### src/rtl/seg7_pkg.sv
// Shared 7-segment definitions: digit codes (bit6=a .. bit0=g), digit width, converter FSM states.
// Also used by the BCD display driver, so code constants must stay in sync with it.
package seg7_pkg;

   localparam int DIGIT_W = 4;

   localparam logic [6:0] SEG_ZERO  = 7'b1111110;
   localparam logic [6:0] SEG_ONE   = 7'b0110000;
   localparam logic [6:0] SEG_TWO   = 7'b1101101;
   localparam logic [6:0] SEG_THREE = 7'b1111001;
   localparam logic [6:0] SEG_FOUR  = 7'b0110011;
   localparam logic [6:0] SEG_FIVE  = 7'b1011011;
   localparam logic [6:0] SEG_SIX   = 7'b1011111;
   localparam logic [6:0] SEG_SEVEN = 7'b1110000;
   localparam logic [6:0] SEG_EIGHT = 7'b1111111;
   localparam logic [6:0] SEG_NINE  = 7'b1111011;

   typedef enum logic [1:0] {IDLE, DECODE, SHIFT, DONE} state_t;

   // Reverse double-dabble correction: a shifted nibble >= 8 carried a 10 in from above.
   function automatic logic [DIGIT_W-1:0] nib_adj(input logic [DIGIT_W-1:0] n);
      return (n >= 4'd8) ? n - 4'd3 : n;
   endfunction

endpackage

### src/rtl/seg7_to_digit.sv
// Combinational 7-segment code to decimal digit with a legality flag.
// SEG7_BLANK_ZERO_EN: when defined, an all-off code is accepted as a blanked zero.
module seg7_to_digit
   import seg7_pkg::*;
(
   input  logic [6:0]         code,
   output logic [DIGIT_W-1:0] digit,
   output logic               valid
);

   always_comb begin
      digit = '0;
      valid = 1'b1;
      case (code)
         SEG_ZERO:  digit = 4'd0;
         SEG_ONE:   digit = 4'd1;
         SEG_TWO:   digit = 4'd2;
         SEG_THREE: digit = 4'd3;
         SEG_FOUR:  digit = 4'd4;
         SEG_FIVE:  digit = 4'd5;
         SEG_SIX:   digit = 4'd6;
         SEG_SEVEN: digit = 4'd7;
         SEG_EIGHT: digit = 4'd8;
         SEG_NINE:  digit = 4'd9;
`ifdef SEG7_BLANK_ZERO_EN
         7'b0000000: digit = 4'd0;
`endif
         default:   valid = 1'b0;
      endcase
   end

endmodule

### src/rtl/seg7_bin_decode.sv
// Three 7-segment digits back to W-bit binary via reverse double dabble, one bit per clock.
// start/busy/done handshake; optional blanked-zero digits under SEG7_BLANK_ZERO_EN.
module seg7_bin_decode
   import seg7_pkg::*;
#(
   parameter int W = 8
) (
   input  logic         clk,
   input  logic         rst_n,
   input  logic         start,
   input  logic [6:0]   d0,
   input  logic [6:0]   d1,
   input  logic [6:0]   d2,
   output logic [W-1:0] bin,
   output logic         busy,
   output logic         done,
   output logic         ovf,
   output logic         err
);

   localparam logic [4:0] CNT_LAST = 5'(W - 1);

   state_t state, state_nx;

   logic [6:0]         c0_q, c1_q, c2_q;
   logic [DIGIT_W-1:0] dig0, dig1, dig2;
   logic               v0, v1, v2;
   logic               legal;
   logic [11:0]        bcd;
   logic [11:0]        bcd_sh;
   logic [11:0]        bcd_adj;
   logic [4:0]         cnt;

   seg7_to_digit u_dig0 (.code(c0_q), .digit(dig0), .valid(v0));
   seg7_to_digit u_dig1 (.code(c1_q), .digit(dig1), .valid(v1));
   seg7_to_digit u_dig2 (.code(c2_q), .digit(dig2), .valid(v2));

   assign legal   = v0 & v1 & v2;
   assign bcd_sh  = {1'b0, bcd[11:1]};
   assign bcd_adj = {nib_adj(bcd_sh[11:8]), nib_adj(bcd_sh[7:4]), nib_adj(bcd_sh[3:0])};

   assign busy = (state != IDLE);
   assign done = (state == DONE);

   always_ff @(posedge clk or negedge rst_n) begin
      if (!rst_n) begin
         state <= IDLE;
      end else begin
         state <= state_nx;
      end
   end

   always_comb begin
      state_nx = state;
      case (state)
         IDLE:    if (start) state_nx = DECODE;
         DECODE:  state_nx = legal ? SHIFT : DONE;
         SHIFT:   if (cnt == CNT_LAST) state_nx = DONE;
         DONE:    state_nx = IDLE;
         default: state_nx = IDLE;
      endcase
   end

   always_ff @(posedge clk or negedge rst_n) begin
      if (!rst_n) begin
         c0_q <= '0;
         c1_q <= '0;
         c2_q <= '0;
         bcd  <= '0;
         bin  <= '0;
         cnt  <= '0;
         ovf  <= 1'b0;
         err  <= 1'b0;
      end else begin
         case (state)
            IDLE: begin
               if (start) begin
                  c0_q <= d0;
                  c1_q <= d1;
                  c2_q <= d2;
               end
            end
            DECODE: begin
               bin <= '0;
               cnt <= '0;
               ovf <= 1'b0;
               err <= ~legal;
               bcd <= legal ? {dig2, dig1, dig0} : 12'd0;
            end
            SHIFT: begin
               bin <= {bcd[0], bin[W-1:1]};
               bcd <= bcd_adj;
               cnt <= cnt + 5'd1;
               // Residual decided on the final shift so ovf is valid alongside done.
               if (cnt == CNT_LAST) ovf <= |bcd_adj;
            end
            default: ;
         endcase
      end
   end

endmodule

### config.mk
export PLATFORM = sky130hd
export DESIGN_NAME = seg7_bin_decode
export DESIGN_NICKNAME = d
export VERILOG_FILES = /design/src/rtl/seg7_pkg.sv /design/src/rtl/seg7_to_digit.sv /design/src/rtl/seg7_bin_decode.sv
export SDC_FILE = /design/constraint.sdc
export NUM_CORES = 1
export LEC_CHECK = 0
export ABC_AREA = 1
export CORE_ASPECT_RATIO = 1.5
export CORE_MARGIN = 10
export CORE_UTILIZATION = 50
export CTS_BUF_LIST = sky130_fd_sc_hd__clkbuf_8
export DETAILED_ROUTE_END_ITERATION = 8
export GPL_ROUTABILITY_DRIVEN = 0
export PLACE_DENSITY = 0.75
export SYNTH_ARGS = -nofsm -noshare
export SYNTH_HDL_FRONTEND = slang
export SYNTH_HIERARCHICAL = 1
export SYNTH_SLANG_ARGS = --single-unit
### constraint.sdc
create_clock -name clk -period 1.4 [get_ports clk]
set_input_delay 0.21 -clock clk [delete_from_list [all_inputs] [get_ports clk]]
set_output_delay 0.21 -clock clk [all_outputs]
set_load 0.01 [all_outputs]
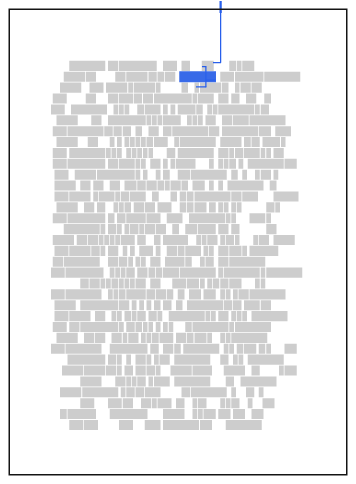
Fig. 1. Port wiring.
Scale: 4 px per um.
Key: err = blue [bits 1, direction output, edge north, end cells 1, buffers 1, wire 25.5 um]

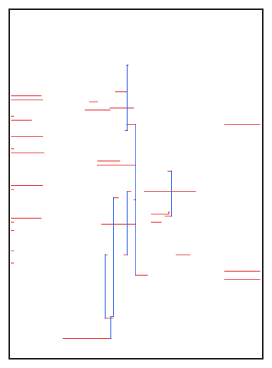
Fig. 2. Metal layers overlaid.
Scale: 3 px per um. Two of the layers only.
Key: metal 4 = blue [wire length 177 um]; metal 3 = red [wire length 228 um]

==> out/results.ini <==
[status]
status = finished, violations left
violations = negative setup slack

[final_layout]
antenna_cells = 0
comb_area_share_pct = 41.0
buffers = 111
largestClassByArea = logic gates
final_nets = 526
nClkBuffers = 5
nFlopsAndLatches = 50
mi_logic_area_um2 = 1810

[sta]
worst_pin_slew_ps = 290
tns_ps = -2200
slew_headroom_pct = 80.7
fin_ws_ps = -183
setup_viol = 14
hold_slack_ps = 417

[critical_path]
worst-path-buf-inv = 0
cp.depth = 8
worstPathArrival_ps = 1810
cp-end-kind = flop
reg2reg_to = bcd[1]
path_delay_family = simple AND/OR/NAND/NOR gates
crit_type = flop to flop
critPathLaunchType = flop
timing.critical_path.to = bcd[1]
cp_slowest_cell = dfrtp_1
rrSetupSlack_ps = -180
crit_chain = nand3_1 > nor3_2 > nor2_1 > nand3_2 > nand3_4 > nor2_4 > nand3_1 > o221ai_1

[power_and_ir_drop]
power_leakage_nw = 2.21
powerSeq_mw = 2.46
seqPwrFrac_pct = 32.4
powerDensity_nw_per_um2 = 1710
power_switching_mw = 3.15
clock_power_mw = 0.860
powerComb_mw = 4.27

[yosys]
netlist_instances = 382
yosys_warnings = 6
synth_flops = 50
synth-edff-count = 0
yosysUniqueCellTypes = 27
largest_area_cell = dfrtp_1
yosys_most_used_dff = dfrtp_1

[die]
fp_util_pct = 52.3
chipHeight_um = 116
num_rows = 34
dieArea_um2 = 9740

[run]
drv_cap = 0
warning_count = 36

[grt]
grt_start_max_net_pins = 51

[placed_design]
hpwl_um = 5230
placed_area_um2 = 3890
port_buffers = 35

[route]
ant_nets = 0
vias_per_cell = 5.12
post_drt_wl_per_cell_um = 13.4
drt_wl_total_um = 7550
first_pass_iters = 4

[clock_tree]
clock-sinks = 50
cts_buffer_depth = 2

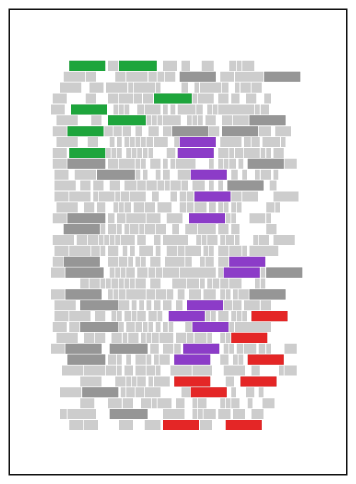
Fig. 3. Sequential cells grouped by signal name.
Scale: 4 px per um. Other sequential cells in the stronger gray, the rest of the logic in the fainter gray.
Key: c2_q = green [sequential cells 7, where north-west]; bin = red [sequential cells 8]; bcd = purple [sequential cells 12]
Another 23 sequential cells are not colored.
Layout Utilization: 75.4%
Reg area: 1270 um^2
Seq/total area: 28.6%

worst min-delay path, delay by kind of cell:
kind	cells	cell delay (ps)
buffers and inverters	3	900
cell families after synthesis:
kind of cell,synth area share (%)
adders and majority gates,4.07
DFF,40.7
buffers and inverters,8.96
and+or+nand+nor,28.4
AOI/OAI and AO/OA,7.66
muxes,10.1
layout by cell type (no fill, tap or decap), types with 3 or more instances in the layout:
master,netlist,routed
buf_4,3,66
nand3_2,3,7
clkdlybuf4s50_1,0,22
inv_1,51,46
buf_6,2,6
mux2_4,20,21
ha_4,0,3
a21oi_1,4,3
ha_1,10,3
ha_2,0,4
buf_2,4,3
nor2_4,1,8
o21ai_0,5,4
nor2_2,9,26
nand2_2,1,16
nand2_1,91,74
nand2_4,1,3
nand3_1,38,32
buf_12,0,3
nor2_1,54,31
o221ai_1,10,9
inv_2,5,10
o21ai_2,3,3
o22ai_1,9,8
dlygate4sd2_1,0,10
clkbuf_8,0,5
dfrtp_2,0,12
dfrtp_1,50,38
repair_timing:
| item | 4_1_cts | 5_1_grt |
|---|---|---|
| pin swaps | 7 | 25 |
| setup buffers | 4 | 18 |
| hold buffers | 1 | 0 |
| setup endpoints to repair | 28 | 28 |
| resized | 31 | 77 |
| cloned | 1 | 0 |
| endpoints found under the hold margin | 50 | 0 |
per-layer routing:
layer	track usage, %	vias to the layer above	share of wire, %
li1	-	1442	-
met1	14.5	1381	40
met2	29.2	52	55
met3	1.83	15	3.0
met4	7.05	0	2.3
met5	0	-	0
registers in the layout, summed over array words and instances (netlist names):
register  cells
ovf           1
cnt           5
state         2
c2_q          7
err           1
bcd          12
c0_q          7
c1_q          7
bin           8
